**src/rtl/load_refill_ctrl_pkg.sv**
```systemverilog
// rtl/load_refill_ctrl_pkg.sv - shared load-width codes, refill FSM states and AXI size codes
package load_refill_ctrl_pkg;

    localparam logic [1:0] LSWIDTH_BYTE = 2'd0;
    localparam logic [1:0] LSWIDTH_HALF = 2'd1;
    localparam logic [1:0] LSWIDTH_WORD = 2'd2;

    localparam logic [2:0] AXI_SIZE_BYTE = 3'd0;
    localparam logic [2:0] AXI_SIZE_WORD = 3'd2;

    typedef enum logic [1:0] {
        LRC_IDLE  = 2'd0,
        LRC_AR    = 2'd1,
        LRC_RDATA = 2'd2
    } lrc_state_e;

endpackage

```
**src/rtl/load_refill_ctrl_if.sv**
```systemverilog
// rtl/load_refill_ctrl_if.sv - AXI-style read address/data channel between refill controller and memory
interface load_refill_ctrl_if;

    logic        arvalid;
    logic [31:0] araddr;
    logic [3:0]  arlen;
    logic [2:0]  arsize;
    logic        arready;
    logic        rvalid;
    logic [31:0] rdata;
    logic        rlast;
    logic        rready;

    modport master (
        output arvalid, araddr, arlen, arsize, rready,
        input  arready, rvalid, rdata, rlast
    );

    modport slave (
        input  arvalid, araddr, arlen, arsize, rready,
        output arready, rvalid, rdata, rlast
    );

endinterface

```
**src/rtl/load_refill_ctrl_linebuf.sv**
```systemverilog
// rtl/load_refill_ctrl_linebuf.sv - single refill line storage; per-word valids under LOAD_REFILL_EARLY_HIT_EN
module load_refill_linebuf #(
    parameter  int LINE_WORDS = 4,
    localparam int IDX_W      = $clog2(LINE_WORDS)
) (
    input  logic             clk,
    input  logic             resetn,
    input  logic             we,
    input  logic [IDX_W-1:0] widx,
    input  logic [31:0]      wdata,
    input  logic [IDX_W-1:0] ridx,
    output logic [31:0]      rdata
`ifdef LOAD_REFILL_EARLY_HIT_EN
    ,
    input  logic                  clr,
    output logic [LINE_WORDS-1:0] wvalid
`endif
);

    logic [31:0] mem [LINE_WORDS];

    always_ff @(posedge clk) begin
        if (!resetn) begin
            for (int i = 0; i < LINE_WORDS; i++) begin
                mem[i] <= '0;
            end
        end else if (we) begin
            mem[widx] <= wdata;
        end
    end

    assign rdata = mem[ridx];

`ifdef LOAD_REFILL_EARLY_HIT_EN
    // Valids restart with each new burst so stale words of the previous line never hit.
    always_ff @(posedge clk) begin
        if (!resetn || clr) begin
            wvalid <= '0;
        end else if (we) begin
            wvalid[widx] <= 1'b1;
        end
    end
`endif

endmodule

```
**src/rtl/load_refill_ctrl.sv**
```systemverilog
// rtl/load_refill_ctrl.sv - load-miss refill: one read burst into a single-line buffer (option: LOAD_REFILL_EARLY_HIT_EN)
module load_refill_ctrl
    import load_refill_ctrl_pkg::*;
#(
    parameter  int LINE_WORDS = 4,
    localparam int LINE_OFS_W = $clog2(LINE_WORDS) + 2
) (
    input  logic        clk,
    input  logic        resetn,
    input  logic        i_rdctrl_en,
    input  logic [7:0]  i_rdctrl_fid,
    input  logic [31:0] i_rdctrl_addr,
    input  logic        i_rdctrl_uncached,
    input  logic [1:0]  i_rdctrl_lswidth,
    input  logic [31:0] i_qaddr,
    output logic        o_qhit,
    output logic [31:0] o_qdata,
    input  logic        i_consume,
    input  logic        i_flush,
    output logic        o_busy,
    output logic        o_fill_done,
    output logic [7:0]  o_fill_fid,
    load_refill_ctrl_if.master mem
);

    localparam int IDX_W = LINE_OFS_W - 2;

    lrc_state_e       state;
    logic             entry_valid;
    logic             discard;
    logic             uncached_q;
    logic [7:0]       fid_q;
    logic [29:0]      tag_q;
    logic [IDX_W-1:0] beat_cnt;
    logic [IDX_W-1:0] rd_idx;
    logic             req_dup;
    logic             accept;
    logic             drop;
    logic             unused_qaddr_lsb;

    // Cached entries compare line address only; uncached compare the full word address.
    function automatic logic tag_match(input logic [31:0] a);
        if (uncached_q) begin
            return a[31:2] == tag_q;
        end
        return a[31:LINE_OFS_W] == tag_q[29:IDX_W];
    endfunction

    assign req_dup          = entry_valid && tag_match(i_rdctrl_addr);
    assign accept           = (state == LRC_IDLE) && !i_flush && i_rdctrl_en && !req_dup;
    assign drop             = discard || i_flush;
    assign rd_idx           = uncached_q ? '0 : i_qaddr[LINE_OFS_W-1:2];
    assign o_busy           = (state != LRC_IDLE);
    assign unused_qaddr_lsb = &{1'b0, i_qaddr[1:0]};

`ifdef LOAD_REFILL_EARLY_HIT_EN
    logic [LINE_WORDS-1:0] word_valid;
`endif

    load_refill_linebuf #(.LINE_WORDS(LINE_WORDS)) u_linebuf (
        .clk    (clk),
        .resetn (resetn),
        .we     ((state == LRC_RDATA) && mem.rvalid),
        .widx   (beat_cnt),
        .wdata  (mem.rdata),
        .ridx   (rd_idx),
        .rdata  (o_qdata)
`ifdef LOAD_REFILL_EARLY_HIT_EN
        ,
        .clr    (accept),
        .wvalid (word_valid)
`endif
    );

    always_comb begin
        o_qhit = 1'b0;
        if (state == LRC_IDLE) begin
            o_qhit = entry_valid && tag_match(i_qaddr);
        end
`ifdef LOAD_REFILL_EARLY_HIT_EN
        else if (state == LRC_RDATA) begin
            o_qhit = !discard && tag_match(i_qaddr) && word_valid[rd_idx];
        end
`endif
    end

    always_ff @(posedge clk) begin
        if (!resetn) begin
            state       <= LRC_IDLE;
            entry_valid <= 1'b0;
            discard     <= 1'b0;
            uncached_q  <= 1'b0;
            fid_q       <= '0;
            tag_q       <= '0;
            beat_cnt    <= '0;
            mem.arvalid <= 1'b0;
            mem.araddr  <= '0;
            mem.arlen   <= '0;
            mem.arsize  <= '0;
            mem.rready  <= 1'b0;
            o_fill_done <= 1'b0;
            o_fill_fid  <= '0;
        end else begin
            o_fill_done <= 1'b0;
            case (state)
                LRC_IDLE: begin
                    if (i_flush) begin
                        entry_valid <= 1'b0;
                    end else if (accept) begin
                        state       <= LRC_AR;
                        entry_valid <= 1'b0;
                        discard     <= 1'b0;
                        fid_q       <= i_rdctrl_fid;
                        uncached_q  <= i_rdctrl_uncached;
                        mem.arvalid <= 1'b1;
                        if (i_rdctrl_uncached) begin
                            tag_q      <= i_rdctrl_addr[31:2];
                            mem.arlen  <= 4'd0;
                            if (i_rdctrl_lswidth == LSWIDTH_BYTE) begin
                                mem.araddr <= i_rdctrl_addr;
                                mem.arsize <= AXI_SIZE_BYTE;
                            end else begin
                                mem.araddr <= {i_rdctrl_addr[31:2], 2'b00};
                                mem.arsize <= AXI_SIZE_WORD;
                            end
                        end else begin
                            tag_q      <= {i_rdctrl_addr[31:LINE_OFS_W], {IDX_W{1'b0}}};
                            mem.araddr <= {i_rdctrl_addr[31:LINE_OFS_W], {LINE_OFS_W{1'b0}}};
                            mem.arlen  <= 4'(LINE_WORDS - 1);
                            mem.arsize <= AXI_SIZE_WORD;
                        end
                    end else if (i_consume && uncached_q) begin
                        // A device register read must never be served twice.
                        entry_valid <= 1'b0;
                    end
                end
                LRC_AR: begin
                    if (i_flush) begin
                        discard <= 1'b1;
                    end
                    if (mem.arready) begin
                        state       <= LRC_RDATA;
                        mem.arvalid <= 1'b0;
                        mem.rready  <= 1'b1;
                        beat_cnt    <= '0;
                    end
                end
                LRC_RDATA: begin
                    if (i_flush) begin
                        discard <= 1'b1;
                    end
                    if (mem.rvalid) begin
                        beat_cnt <= beat_cnt + 1'b1;
                        if (mem.rlast) begin
                            state       <= LRC_IDLE;
                            mem.rready  <= 1'b0;
                            entry_valid <= !drop;
                            o_fill_done <= !drop;
                            if (!drop) begin
                                o_fill_fid <= fid_q;
                            end
                        end
                    end
                end
                default: state <= LRC_IDLE;
            endcase
        end
    end

endmodule

```
**src/flat_wrapper.sv**
```systemverilog
// flat-port wrapper written by rule: the top's interface ports become plain ports
module load_refill_ctrl_flat import load_refill_ctrl_pkg::*;
#(
    parameter  int LINE_WORDS = 4,
    localparam int LINE_OFS_W = $clog2(LINE_WORDS) + 2
)
  (clk, resetn, i_rdctrl_en, i_rdctrl_fid, i_rdctrl_addr, i_rdctrl_uncached, i_rdctrl_lswidth, i_qaddr, o_qhit, o_qdata, i_consume, i_flush, o_busy, o_fill_done, o_fill_fid, mem_arvalid, mem_araddr, mem_arlen, mem_arsize, mem_rready, mem_arready, mem_rvalid, mem_rdata, mem_rlast);
  load_refill_ctrl_if mem_i ();
  input  logic clk;
  input  logic resetn;
  input  logic i_rdctrl_en;
  input  logic [7:0] i_rdctrl_fid;
  input  logic [31:0] i_rdctrl_addr;
  input  logic i_rdctrl_uncached;
  input  logic [1:0] i_rdctrl_lswidth;
  input  logic [31:0] i_qaddr;
  output logic o_qhit;
  output logic [31:0] o_qdata;
  input  logic i_consume;
  input  logic i_flush;
  output logic o_busy;
  output logic o_fill_done;
  output logic [7:0] o_fill_fid;
  output wire logic [$bits(mem_i.arvalid)-1:0] mem_arvalid;
  output wire logic [$bits(mem_i.araddr)-1:0] mem_araddr;
  output wire logic [$bits(mem_i.arlen)-1:0] mem_arlen;
  output wire logic [$bits(mem_i.arsize)-1:0] mem_arsize;
  output wire logic [$bits(mem_i.rready)-1:0] mem_rready;
  input wire logic [$bits(mem_i.arready)-1:0] mem_arready;
  input wire logic [$bits(mem_i.rvalid)-1:0] mem_rvalid;
  input wire logic [$bits(mem_i.rdata)-1:0] mem_rdata;
  input wire logic [$bits(mem_i.rlast)-1:0] mem_rlast;
  assign mem_arvalid = mem_i.arvalid;
  assign mem_araddr = mem_i.araddr;
  assign mem_arlen = mem_i.arlen;
  assign mem_arsize = mem_i.arsize;
  assign mem_rready = mem_i.rready;
  assign mem_i.arready = mem_arready;
  assign mem_i.rvalid = mem_rvalid;
  assign mem_i.rdata = mem_rdata;
  assign mem_i.rlast = mem_rlast;
  load_refill_ctrl #(.LINE_WORDS(LINE_WORDS)) u_core (.clk(clk), .resetn(resetn), .i_rdctrl_en(i_rdctrl_en), .i_rdctrl_fid(i_rdctrl_fid), .i_rdctrl_addr(i_rdctrl_addr), .i_rdctrl_uncached(i_rdctrl_uncached), .i_rdctrl_lswidth(i_rdctrl_lswidth), .i_qaddr(i_qaddr), .o_qhit(o_qhit), .o_qdata(o_qdata), .i_consume(i_consume), .i_flush(i_flush), .o_busy(o_busy), .o_fill_done(o_fill_done), .o_fill_fid(o_fill_fid), .mem(mem_i));
endmodule
```
**config.mk**
```make
export PLATFORM = sky130hd
export DESIGN_NAME = load_refill_ctrl_flat
export DESIGN_NICKNAME = d
export VERILOG_FILES = /design/src/rtl/load_refill_ctrl_pkg.sv /design/src/rtl/load_refill_ctrl_if.sv /design/src/rtl/load_refill_ctrl_linebuf.sv /design/src/rtl/load_refill_ctrl.sv /design/src/flat_wrapper.sv
export SDC_FILE = /design/constraint.sdc
export NUM_CORES = 1
export LEC_CHECK = 0
export ABC_AREA = 1
export CAP_MARGIN = 40
export CORE_MARGIN = 2
export CORE_UTILIZATION = 35
export DETAILED_ROUTE_END_ITERATION = 8
export PLACE_DENSITY = 0.57
export SYNTH_ARGS = -nofsm -noshare
export SYNTH_HDL_FRONTEND = slang
export SYNTH_SLANG_ARGS = --single-unit
export TNS_END_PERCENT = 30
```
**constraint.sdc**
```tcl
create_clock -name clk -period 6.8 [get_ports clk]
set_input_delay 1.36 -clock clk [delete_from_list [all_inputs] [get_ports clk]]
set_output_delay 1.36 -clock clk [all_outputs]
set_load 0.02 [all_outputs]
```
Fig. 1: run 1, zoomed window
Region (112, 31) to (132, 51) um. Cells in grey, sequential cells in the stronger grey; small squares are vias.
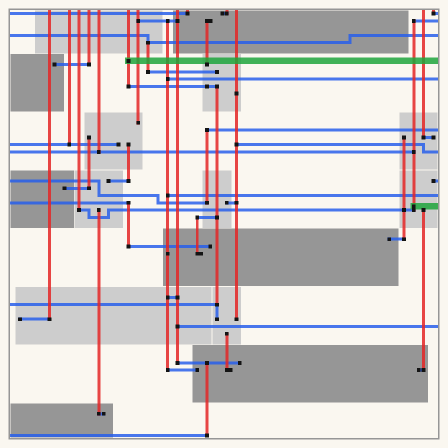
Red marks met2. Blue marks met1. Green marks met3.
Netlist names of flops here include `u_core.u_linebuf.mem` (3). Sequential cells in the window: 3. Most frequent: edfxtp_1 (3). 12 logic cells have their middle in the window.

Fig. 2: run 1, clock wires, drivers and flops
(1.5 px per um)
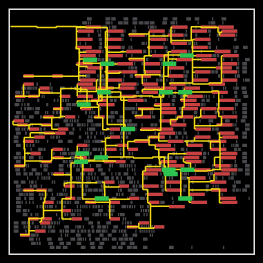
Yellow marks clock wires, length 2,320 um. Green marks cells driving clock nets, count 17. Red marks flip-flops, count 188.
Position of the flops: all over the die.

==> metrics.yaml, run 1 <==
yosys:
  common_cells: "224 x nor2_1, 128 x edfxtp_1, 100 x nand2_1, 90 x inv_1, 62 x o21ai_0"
  ys_chip_area_sq_um: 8770
  most_common_cell: "nor2_1"
  synthArstFlopShare_pct: 0
  ys_sh_mux_pct: 0
  yosys_most_used_dff: "edfxtp_1"
  xor_share_pct: 1.40
  topCombFamilyByArea: "simple AND/OR/NAND/NOR gates"
  yosysWarningCount: 0
  synthTopCellsByArea: "edfxtp_1 44%, dfxtp_1 14%, nor2_1 9.6%"
  top_area_share_pct: 43.8
  synth-simple-area-share_pct: 19.8
  edf_count: 128
  ys_sh_aoi_pct: 13.5
  synth-seq-cells: 188
  syn-cell-area_sq_um: 8770
  post_synth_fa_ha_maj_area_fraction_pct: 0.428
  yosysSeqAreaShare_pct: 57.5
  avgSynthCellArea_sq_um: 9.03
  synthDistinctLibCells: 37
place:
  routabilityCongestion: 0.867
  dpl.cell_count: 1449
  place_area_sq_um: 11000
  dp_hpwl_mm: 15.7
  port_buffers: 192
clocking:
  clockBufferDepth: 2
  clk_latency_ps: 440
  cts.repair.resized: 0
  clock-root-buffer: "clkbuf_16"
  cts-htree-levels: 4
  cts.sinks: 188
  clk_pin_slew_ps: 80
  cts_setup_buffers: 0
  holdBufCountCts: 0
  cts_buffers: 17
sta:
  rsz0062_at_grt: "false"
  max_slew.worst_pin.slew_ps: 889
  final_max_slew_viol_count: 0
  hold_violations: 0
  finalClockPeriodUsage_pct: 79.8
  fin_tns_setup_ps: 0
  setup_viol: 0
  timing.fmax_mhz: 184
  relSlewSlack_pct: 40.7
  setup_ws_ps: 1380
floorplan:
  die_h_um: 162
  die_width_um: 162
  io_pins: 199
  dieArea_sq_um: 26300
detailed_routing:
  firstDrtPassIters: 7
  vias_per_cell: 4.83
  routed_wl_mm: 24.1
  dr.max_layer_used: "met4"
  wl_met3_mm: 1.90
  wl_met1_mm: 10.5
  initialDrtViolationCount: 482
  met2_length_mm: 11.4
  num_vias: 7154
layout:
  clock_buffers: 17
  seq_share_pct: 43.4
  buf_share_pct: 17.5
  comb_cells: 627
  clock_area_share_pct: 5.22
  fin_area_sq_um: 11600
  seq_area_sq_um: 5040
  nets: 1262
  layout_top_cell: "nor2_1"
  n_all_inverters: 105
  sh_comb_area_pct: 27.0
  seq_cell_count: 188
  buffers_excl_clock: 205
  synthToLayoutAreaGrowth_pct: 32.6
  largest_class: "sequential cells"
worst_setup_path:
  slowest_stage: "clkdlybuf4s50_1"
  crit_top_cell: "clkdlybuf4s50_1"
  r2r_cells: 8
  worst-path-buf-inv: 4
  path_cells: "clkdlybuf4s50_1 > nand2_2 > inv_2 > buf_4 > nor2_1 > o31ai_1 > clkdlybuf4s50_1"
  crit_path_start_kind: "primary input"
  worstSetupPathType: "primary input to primary output"
  crit_path_max_fanout: 45
  r2r-end: "u_core.u_linebuf.mem[2][1]"
  worst-path-stages: 7
  r2r_setup_slack_ps: 4360
  worstSetupStartpoint: "i_qaddr[2]"
  slowest_delay_ps: 680
hold_path:
  min_path_type: "flop to flop"
  min_to: "u_core.o_fill_fid[1]"
  hold_path_depth: 2
  hp-start: "u_core.o_fill_fid[1]"
global_routing:
  grt_busiest_layer: "met2"
  grt_use_met3_pct: 5.75
  grt_start_max_net_pins: 65
  grt_pass1_vias: 6874
  grt_pass1_wl_mm: 37.5
pwr:
  p_leak_nw: 4.54
  peakVddDrop_mv: 0.162
flow_run:
  openroad.warnings: 30
outcome:
  status: "finished clean"
Fig. 3: run 1, routing congestion map
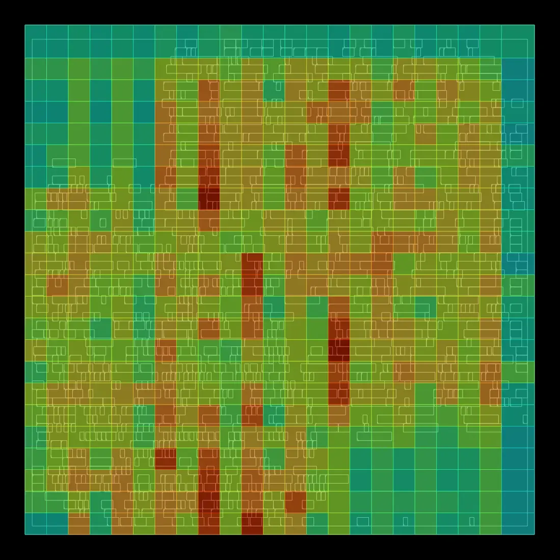
Global Route met1 Usage: 23.9%
GRT Util Overall: 18.5%
routed len/inst: 16.3 um
met2 usage: 30.4%

## run 1: sequential cells by signal, summed over array words and instances, names as in the netlist
register,cells
u_core.mem.araddr,31
u_core.o_fill_done,1
u_core.mem.arvalid,1
u_core.entry_valid,1
u_core.tag_q,1
u_core.beat_cnt,2
u_core.uncached_q,1
u_core.u_linebuf.mem,128
u_core.fid_q,8
u_core.mem.arsize,1
u_core.mem.arlen,1
u_core.discard,1
u_core.o_fill_fid,8
u_core.mem.rready,1
u_core.state,2
## run 1: power breakdown
group	switching (mW)	internal, mW	leakage [nW]	total (mW)
combinational	0.241	0.193	2.43	0.433
clock	0.508	0.504	0.296	1.01
sequential	0.0250	1.26	1.81	1.29
total	0.773	1.96	4.54	2.73
--- run 2 (diff from run 1) ---
--- a/config.mk
+++ b/config.mk
@@ -10,7 +10,7 @@
 export CORE_MARGIN = 2
 export CORE_UTILIZATION = 35
 export DETAILED_ROUTE_END_ITERATION = 8
-export PLACE_DENSITY = 0.57
+export PLACE_DENSITY = 0.59
 export SYNTH_ARGS = -nofsm -noshare
 export SYNTH_HDL_FRONTEND = slang
 export SYNTH_SLANG_ARGS = --single-unit
==> constraint.sdc (replaced) <==
create_clock -name clk -period 4.7 [get_ports clk]
set_input_delay 0.94 -clock clk [delete_from_list [all_inputs] [get_ports clk]]
set_output_delay 0.94 -clock clk [all_outputs]
set_load 0.02 [all_outputs]
==> run 2 against run 1 <==
  * Global-route usage hardly changed
  * Clock skew up 2.2 ps
  * Sequential cell count did not move
  * Final cell count rose by 0.27%
  * Critical path depth is 1 lower
  * Setup slack got worse by 680 ps
  * Largest power group unchanged
  * Count of clock-buffer cells in the layout unchanged
  * Sequential power grew 44%
  * Via count is 0.46% lower
  * Design area is 0.69% higher
  * Area after synthesis is the same
==> metrics.yaml, run 2 <==
floorplan:
  core_area_sq_um: 24500  # unchanged
  die_width_um: 162  # unchanged
  die_h_um: 162  # unchanged
  dieArea_sq_um: 26300  # unchanged
  io_pins: 199  # unchanged
  initial_core_util_pct: 35.9  # unchanged
  rows: 57  # unchanged
place:
  dpl.cell_count: 1453  # was 1,449
  routabilityCongestion: 0.828  # was 0.867
  port_buffers: 192  # unchanged
  dp_hpwl_mm: 15.9  # was 15.7 mm
worst_setup_path:
  r2r_cells: 8  # unchanged
  rr_startpoint: "u_core.state[0]"  # unchanged
  r2r-end: "u_core.u_linebuf.mem[2][13]"  # was u_core.u_linebuf.mem[2][1]
  worstSetupStartpoint: "i_qaddr[2]"  # unchanged
  worst-path-buf-inv: 3  # was 4
  endpoint: "o_qdata[22]"  # unchanged
  slowest_stage: "clkdlybuf4s50_1"  # unchanged
  path_cells: "clkdlybuf4s50_1 > nand2_2 > buf_4 > nor2_1 > o31ai_1 > clkdlybuf4s50_1"  # was clkdlybuf4s50_1 > nand2_2 > inv_2 > buf_4 > nor2_1 > o31ai_1 > clkdlybuf4s50_1
  crit_top_cell: "clkdlybuf4s50_1"  # unchanged
  worstSetupPathType: "primary input to primary output"  # unchanged
  worst-path-stages: 6  # was 7
  crit_path_max_fanout: 34  # was 45
  worstPathRequired_ps: 3760  # was 5440 ps
  r2r_setup_slack_ps: 2360  # was 4360 ps
  crit_path_start_kind: "primary input"  # unchanged
  crit_family: "buffers and inverters"  # unchanged
  endpoint_kind: "primary output"  # unchanged
  cp.arrival_ps: 3060  # was 4060 ps
  slowest_delay_ps: 690  # was 680 ps
detailed_routing:
  wl_met3_mm: 1.86  # was 1.90 mm
  dr.max_layer_used: "met4"  # unchanged
  routed_wl_mm: 24.0  # was 24.1 mm
  wl_met1_mm: 10.2  # was 10.5 mm
  post-route-drc-count: 0  # unchanged
  vias_per_cell: 4.79  # was 4.83
  initialDrtViolationCount: 371  # was 482
  wl_per_cell_um: 16.2  # was 16.3 um
  met2_length_mm: 11.7  # was 11.4 mm
  ant_nets: 0  # unchanged
  firstDrtPassIters: 5  # was 7
  num_vias: 7121  # was 7,154
clocking:
  holdBufCountCts: 0  # unchanged
  clk_pin_slew_ps: 70  # was 80 ps
  cts_setup_buffers: 0  # unchanged
  cts.repair.resized: 0  # unchanged
  cts_buffers: 17  # unchanged
  cts.sinks: 188  # unchanged
  clockBufferDepth: 2  # unchanged
  cts-htree-levels: 4  # unchanged
  cts_tree: "yes"  # unchanged
  clock-root-buffer: "clkbuf_16"  # unchanged
sta:
  finalClockPeriodUsage_pct: 85.1
  fin_tns_setup_ps: 0  # unchanged
  final_max_slew_viol_count: 0  # unchanged
  max_slew.worst_pin.slew_ps: 724  # was 889 ps
  relSlewSlack_pct: 51.6  # was 40.7%
  hold_violations: 0  # unchanged
  rsz0062_at_grt: "false"  # unchanged
  hold-worst-slack_ps: 453  # was 447 ps
  timing.fmax_mhz: 250
  setup_viol: 0  # unchanged
  fin_crit_ps: 4000
hold_path:
  min_path_type: "flop to flop"  # unchanged
  hold_path_depth: 2  # unchanged
  hp-start: "u_core.o_fill_fid[5]"  # was u_core.o_fill_fid[1]
  min_to: "u_core.o_fill_fid[5]"  # was u_core.o_fill_fid[1]
yosys:
  avgSynthCellArea_sq_um: 9.03  # unchanged
  yosys_most_used_dff: "edfxtp_1"  # unchanged
  syn-cell-area_sq_um: 8770  # unchanged
  ys_chip_area_sq_um: 8770  # unchanged
  top_area_share_pct: 43.8  # unchanged
  most_common_cell: "nor2_1"  # unchanged
  xor_share_pct: 1.40  # unchanged
  yosysSeqAreaShare_pct: 57.5  # unchanged
  synth-simple-area-share_pct: 19.8  # unchanged
  yosys.area.top_type: "edfxtp_1"  # unchanged
  synthTopCellsByArea: "edfxtp_1 44%, dfxtp_1 14%, nor2_1 9.6%"  # unchanged
  synth-seq-cells: 188  # unchanged
  common_cells: "224 x nor2_1, 128 x edfxtp_1, 100 x nand2_1, 90 x inv_1, 62 x o21ai_0"  # unchanged
  synthArstFlopShare_pct: 0  # unchanged
  topCombFamilyByArea: "simple AND/OR/NAND/NOR gates"  # unchanged
  yosysCellCount: 971  # unchanged
  yosysWarningCount: 0  # unchanged
  syn_inst: 971  # unchanged
  ys_sh_mux_pct: 0  # unchanged
  post_synth_fa_ha_maj_area_fraction_pct: 0.428  # unchanged
  ys_sh_aoi_pct: 13.5  # unchanged
  edf_count: 128  # unchanged
  synthDistinctLibCells: 37  # unchanged
layout:
  layout_top_cell: "nor2_1"  # unchanged
  lay_top_cells: "224 x nor2_1, 191 x clkdlybuf4s50_1, 128 x edfxtp_1"  # unchanged
  drive_above_1_share_pct: 9.65  # was 9.33%
  top_register: "u_core.u_linebuf.mem"  # unchanged
  nets: 1266  # was 1,262
  reg.largest.list: "u_core.u_linebuf.mem: 128 flops, u_core.mem.araddr: 31 flops"  # unchanged
  synthToLayoutAreaGrowth_pct: 33.5  # was 32.6%
  fin_cells: 1486  # was 1,482
  largest_reg_flops: 128  # unchanged
global_routing:
  antenna_found_initial: 1  # unchanged
  grt_pass1_wl_mm: 37.6  # was 37.5 mm
  grt_pass1_vias: 6970  # was 6,874
  track_usage_pct: 18.5  # about the same
  use_met2_pct: 31.1  # was 30.4%
  grt-ovfl-total: 0  # unchanged
  grt_start_max_net_pins: 65  # unchanged
pwr:
  p_leak_nw: 4.58  # was 4.54 nW
  p_total_mw: 3.98  # was 2.73 mW
  powerDensity_nw_per_um2: 340  # was 235 nW/um^2
  peakVddDrop_mv: 0.226  # was 0.162 mV
flow_run:
  cap_viol_max_count: 0  # unchanged
  openroad.warnings: 30  # unchanged
outcome:
  status: "finished clean"  # unchanged
## run 2: per-stage QoR
step           utilization (%)  area, sq um  setup WS, ps
2_1_floorplan                -         8780           789
3_3_place_gp              45.1        11000           701
3_5_place_dp              45.4        11100           697
4_1_cts                   47.9        11700           698
5_1_grt                   47.9        11700           601
6_report                  47.9        11700           698
## run 2: cell type report
cell class / instances / area (sq um)
Inverter: 105 / 394
Multi-Input combinational cell: 627 / 3140
Timing Repair Buffer: 209 / 2110
Tap cell: 324 / 405
Clock inverter: 15 / 186
Clock buffer: 17 / 425
Sequential cell: 188 / 5040
Fill cell: 2351 / 12800
Antenna cell: 1 / 2.50
## run 2: power breakdown
part | switching (mW) | total, mW | internal, mW
Sequential | 0.0368 | 1.86 | 1.83
Combinational | 0.349 | 0.635 | 0.286
Clock | 0.712 | 1.48 | 0.768
Fig. 4: run 2, zoomed window
Region (112, 31) to (132, 51) um. Cells in grey, sequential cells in the stronger grey; small squares are vias.
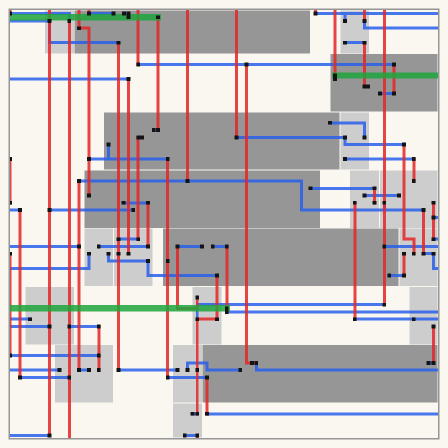

Fig. 5: run 2, routing congestion map
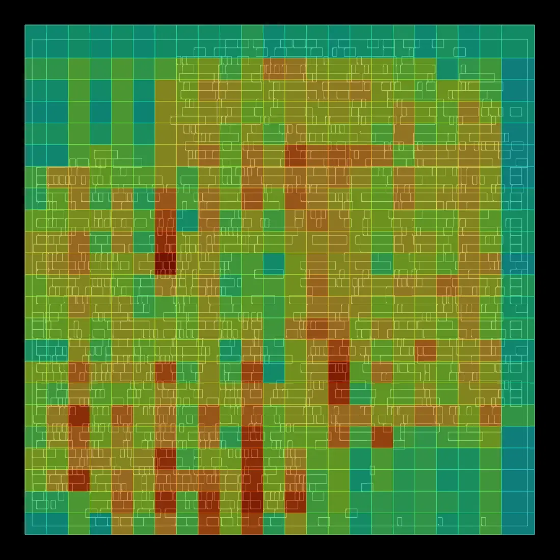
Global Route met1 Usage: 23.1%
grt met3 use: 6.61%
layer with the highest usage: met2

Fig. 6: run 2, clock wires, drivers and flops
(1.5 px per um)
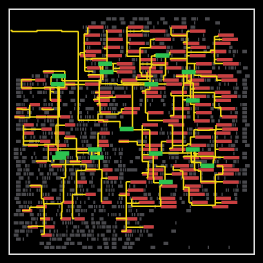
clk_lat worst skew: 440 ps
Setup Skew: 17.7 ps
Clk power: 1.48 mW
clock network power share: 37.2%

--- run 3 (diff from run 2) ---
--- a/config.mk
+++ b/config.mk
@@ -7,10 +7,14 @@
 export LEC_CHECK = 0
 export ABC_AREA = 1
 export CAP_MARGIN = 40
+export CELL_PAD_IN_SITES_DETAIL_PLACEMENT = 0
+export CELL_PAD_IN_SITES_GLOBAL_PLACEMENT = 1
 export CORE_MARGIN = 2
-export CORE_UTILIZATION = 35
+export CORE_UTILIZATION = 34
+export CTS_BUF_LIST = sky130_fd_sc_hd__clkbuf_16
 export DETAILED_ROUTE_END_ITERATION = 8
-export PLACE_DENSITY = 0.59
+export PLACE_DENSITY = 0.74
+export SLEW_MARGIN = 30
 export SYNTH_ARGS = -nofsm -noshare
 export SYNTH_HDL_FRONTEND = slang
 export SYNTH_SLANG_ARGS = --single-unit
==> run 3 against run 2 <==
  * Wire length increased by 0.86%
  * Critical path depth unchanged
  * Final cell count increased by 0.34%
  * Sequential share of layout area about the same
  * Design area about the same
  * Clock skew decreased by 5.1 ps
  * Clock power about the same
  * Hold slack got worse by 6.3 ps
  * Total power increased by 0.35%
  * Synthesized cell count unchanged
  * Critical path type unchanged
  * Critical endpoint is now o_qdata[28]
  * Largest power group unchanged
==> metrics.yaml, run 3 <==
outcome:
  status: "finished clean"  # unchanged
sta:
  rsz0062_at_grt: "false"  # unchanged
  timing.fmax_mhz: 247  # was 250 MHz
  max_slew.worst_pin.slew_ps: 788  # was 724 ps
  final_max_slew_viol_count: 0  # unchanged
  relSlewSlack_pct: 47.3  # was 51.6%
  setup_ws_ps: 658  # was 698 ps
  hold_violations: 0  # unchanged
  fin_crit_ps: 4040  # was 4000 ps
  setup_viol: 0  # unchanged
  finalClockPeriodUsage_pct: 86.0  # was 85.1%
  hold-worst-slack_ps: 446  # was 453 ps
  fin_tns_setup_ps: 0  # unchanged
detailed_routing:
  num_vias: 7212  # was 7,121
  initialDrtViolationCount: 383  # was 371
  wl_per_cell_um: 16.3  # was 16.2 um
  vias_per_cell: 4.84  # was 4.79
  ant_nets: 0  # unchanged
  post-route-drc-count: 0  # unchanged
layout:
  largest_class: "sequential cells"  # unchanged
  seq_cell_count: 188  # unchanged
  largest_reg_flops: 128  # unchanged
  fin_area_sq_um: 11700  # about the same
  reg.largest.list: "u_core.u_linebuf.mem: 128 flops, u_core.mem.araddr: 31 flops"  # unchanged
  buf_share_pct: 17.9  # was 18.1%
  clock_buffers: 17  # unchanged
  diodes: 0  # was 1
  fin_util_pct: 46.4  # was 47.9%
  fin_cells: 1491  # was 1,486
  sh_comb_area_pct: 26.8  # about the same
  comb_cells: 627  # unchanged
  top_register: "u_core.u_linebuf.mem"  # unchanged
  nFillCells: 2495  # was 2,351
  synthToLayoutAreaGrowth_pct: 33.6  # was 33.5%
  n_all_inverters: 105  # unchanged
  seq_share_pct: 43.1  # about the same
floorplan:
  io_pins: 199  # unchanged
  die_h_um: 165  # was 162 um
  dieArea_sq_um: 27100  # was 26,300 sq um
  rows: 58  # was 57
  initial_core_util_pct: 34.7  # was 35.9%
worst_setup_path:
  rr_startpoint: "u_core.state[0]"  # unchanged
  worstSetupStartpoint: "i_qaddr[2]"  # unchanged
  worst-path-stages: 6  # unchanged
  crit_family: "buffers and inverters"  # unchanged
  slowest_stage: "clkdlybuf4s50_1"  # unchanged
  path_cells: "clkdlybuf4s50_1 > nand2_2 > buf_4 > nor2_1 > o31ai_1 > clkdlybuf4s50_1"  # unchanged
  r2r_cells: 7  # was 8
  crit_top_cell: "clkdlybuf4s50_1"  # unchanged
  cp.arrival_ps: 3100  # was 3060 ps
  endpoint_kind: "primary output"  # unchanged
  worstPathRequired_ps: 3760  # about the same
  crit_path_start_kind: "primary input"  # unchanged
  r2r-end: "u_core.u_linebuf.mem[0][19]"  # was u_core.u_linebuf.mem[2][13]
  worstSetupPathType: "primary input to primary output"  # unchanged
  endpoint: "o_qdata[28]"  # was o_qdata[22]
  r2r_setup_slack_ps: 2400  # was 2360 ps
place:
  place_area_sq_um: 11100  # about the same
  dpl.cell_count: 1459  # was 1,453
  routabilityCongestion: 0.821  # was 0.828
  port_buffers: 192  # unchanged
global_routing:
  track_usage_pct: 18.5  # about the same
  grt-ovfl-total: 0  # unchanged
  grt_pass1_vias: 7035  # was 6,970
  grt_pass1_wl_mm: 37.9  # was 37.6 mm
hold_path:
  hold_path_depth: 2  # unchanged
  hp-start: "u_core.o_fill_fid[1]"  # was u_core.o_fill_fid[5]
  min_path_type: "flop to flop"  # unchanged
  min_to: "u_core.o_fill_fid[1]"  # was u_core.o_fill_fid[5]
pwr:
  p_sw_share_pct: 28.6  # was 27.6%
  pg_clk_mw: 1.49  # was 1.48 mW
  p_leak_nw: 4.58  # about the same
  p_total_mw: 3.99  # was 3.98 mW
  power_leader: "sequential cells"  # unchanged
  peakVddDrop_mv: 0.208  # was 0.226 mV
  seq_power_share_pct: 46.7  # was 46.8%
  pg_seq_mw: 1.86  # about the same
  comb_cell_power_mw: 0.635  # about the same
  power_frac_clock_pct: 37.4  # was 37.2%
clocking:
  clockBufferDepth: 2  # unchanged
  clk_latency_ps: 440  # about the same
  holdBufCountCts: 0  # unchanged
  cts.sinks: 188  # unchanged
  clock-root-buffer: "clkbuf_16"  # unchanged
  cts_tree: "yes"  # unchanged
  clk_pin_slew_ps: 80  # was 70 ps
yosys:
  most_common_cell: "nor2_1"  # unchanged
  edf_count: 128  # unchanged
  yosys.area.top_type: "edfxtp_1"  # unchanged
  yosysWarningCount: 0  # unchanged
  synthTopCellsByArea: "edfxtp_1 44%, dfxtp_1 14%, nor2_1 9.6%"  # unchanged
  top_area_share_pct: 43.8  # unchanged
  syn_inst: 971  # unchanged
  yosysSeqAreaShare_pct: 57.5  # unchanged
  yosysCellCount: 971  # unchanged
  avgSynthCellArea_sq_um: 9.03  # unchanged
  ys_chip_area_sq_um: 8770  # unchanged
  common_cells: "224 x nor2_1, 128 x edfxtp_1, 100 x nand2_1, 90 x inv_1, 62 x o21ai_0"  # unchanged
  synth-seq-cells: 188  # unchanged
flow_run:
  openroad.warnings: 30  # unchanged
  cap_viol_max_count: 0  # unchanged
[run 3: cell counts after synthesis]
No cell type changed its count.
[run 3: per-layer routing]
metal  wire length (um)  GRT usage [%]  vias to the layer above
met5                 13              0                        -
met4                297           4.94                        2
met3               1590           5.27                       24
met2              11700           31.6                      162
met1              10700           23.0                     3413
li1                   -              -                     3611
[run 3: cell families (layout without fill, tap and decap cells)]
group	count (synthesis)	in the layout	share of synthesized area, %
AND-OR/OR-AND	193	193	13.5
flip-flops	188	188	57.5
AND/OR/NAND/NOR	413	413	19.8
XOR/XNOR	14	14	1.40
adder cells (fa/ha/maj)	3	3	0.428
other	1	4	0.0427
buffers and inverters	159	346	7.35
Fig. 7: run 3, metal layers overlaid
(2 px per um)
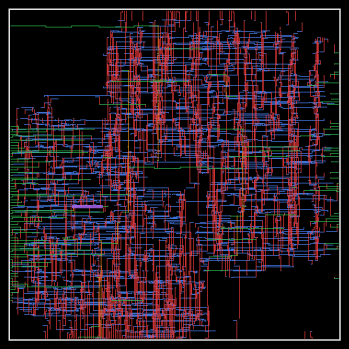
Purple marks met5, wire length 13.8 um. Red marks met2, wire length 11,700 um. Orange marks met4, wire length 297 um. Green marks met3, wire length 1,590 um. Blue marks met1, wire length 10,700 um.

Fig. 8: run 3, zoomed window
Region (113, 31) to (133, 51) um. Cells in grey, sequential cells in the stronger grey; small squares are vias.
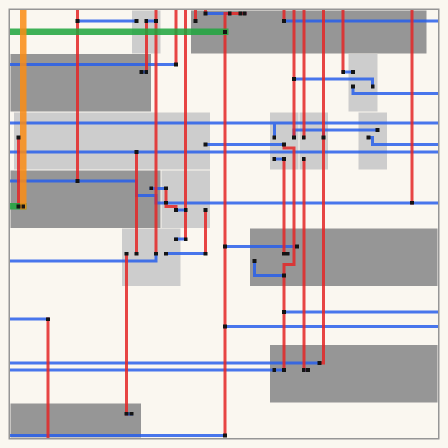
Blue marks met1. Green marks met3. Orange marks met4. Red marks met2.
Sequential cells in the window: 6. Netlist names of flops here include `u_core.u_linebuf.mem` (6). Most frequent: edfxtp_1 (6), nor2_1 (4). 14 logic cells have their middle in the window.

Fig. 9: run 3, signal wires on met4
(2 px per um) Cells faint in the background.
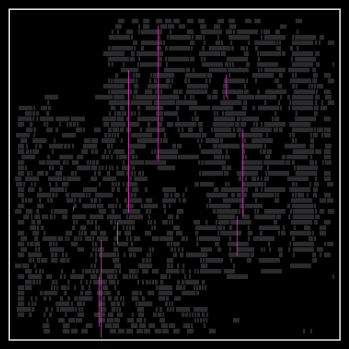
The wires run mostly vertical. The longest straight run is 70.7 um. The layer carries 297 um of wire. 5 nets have wire on it.

No activity file was given, so power comes from the tool's default toggle rates.
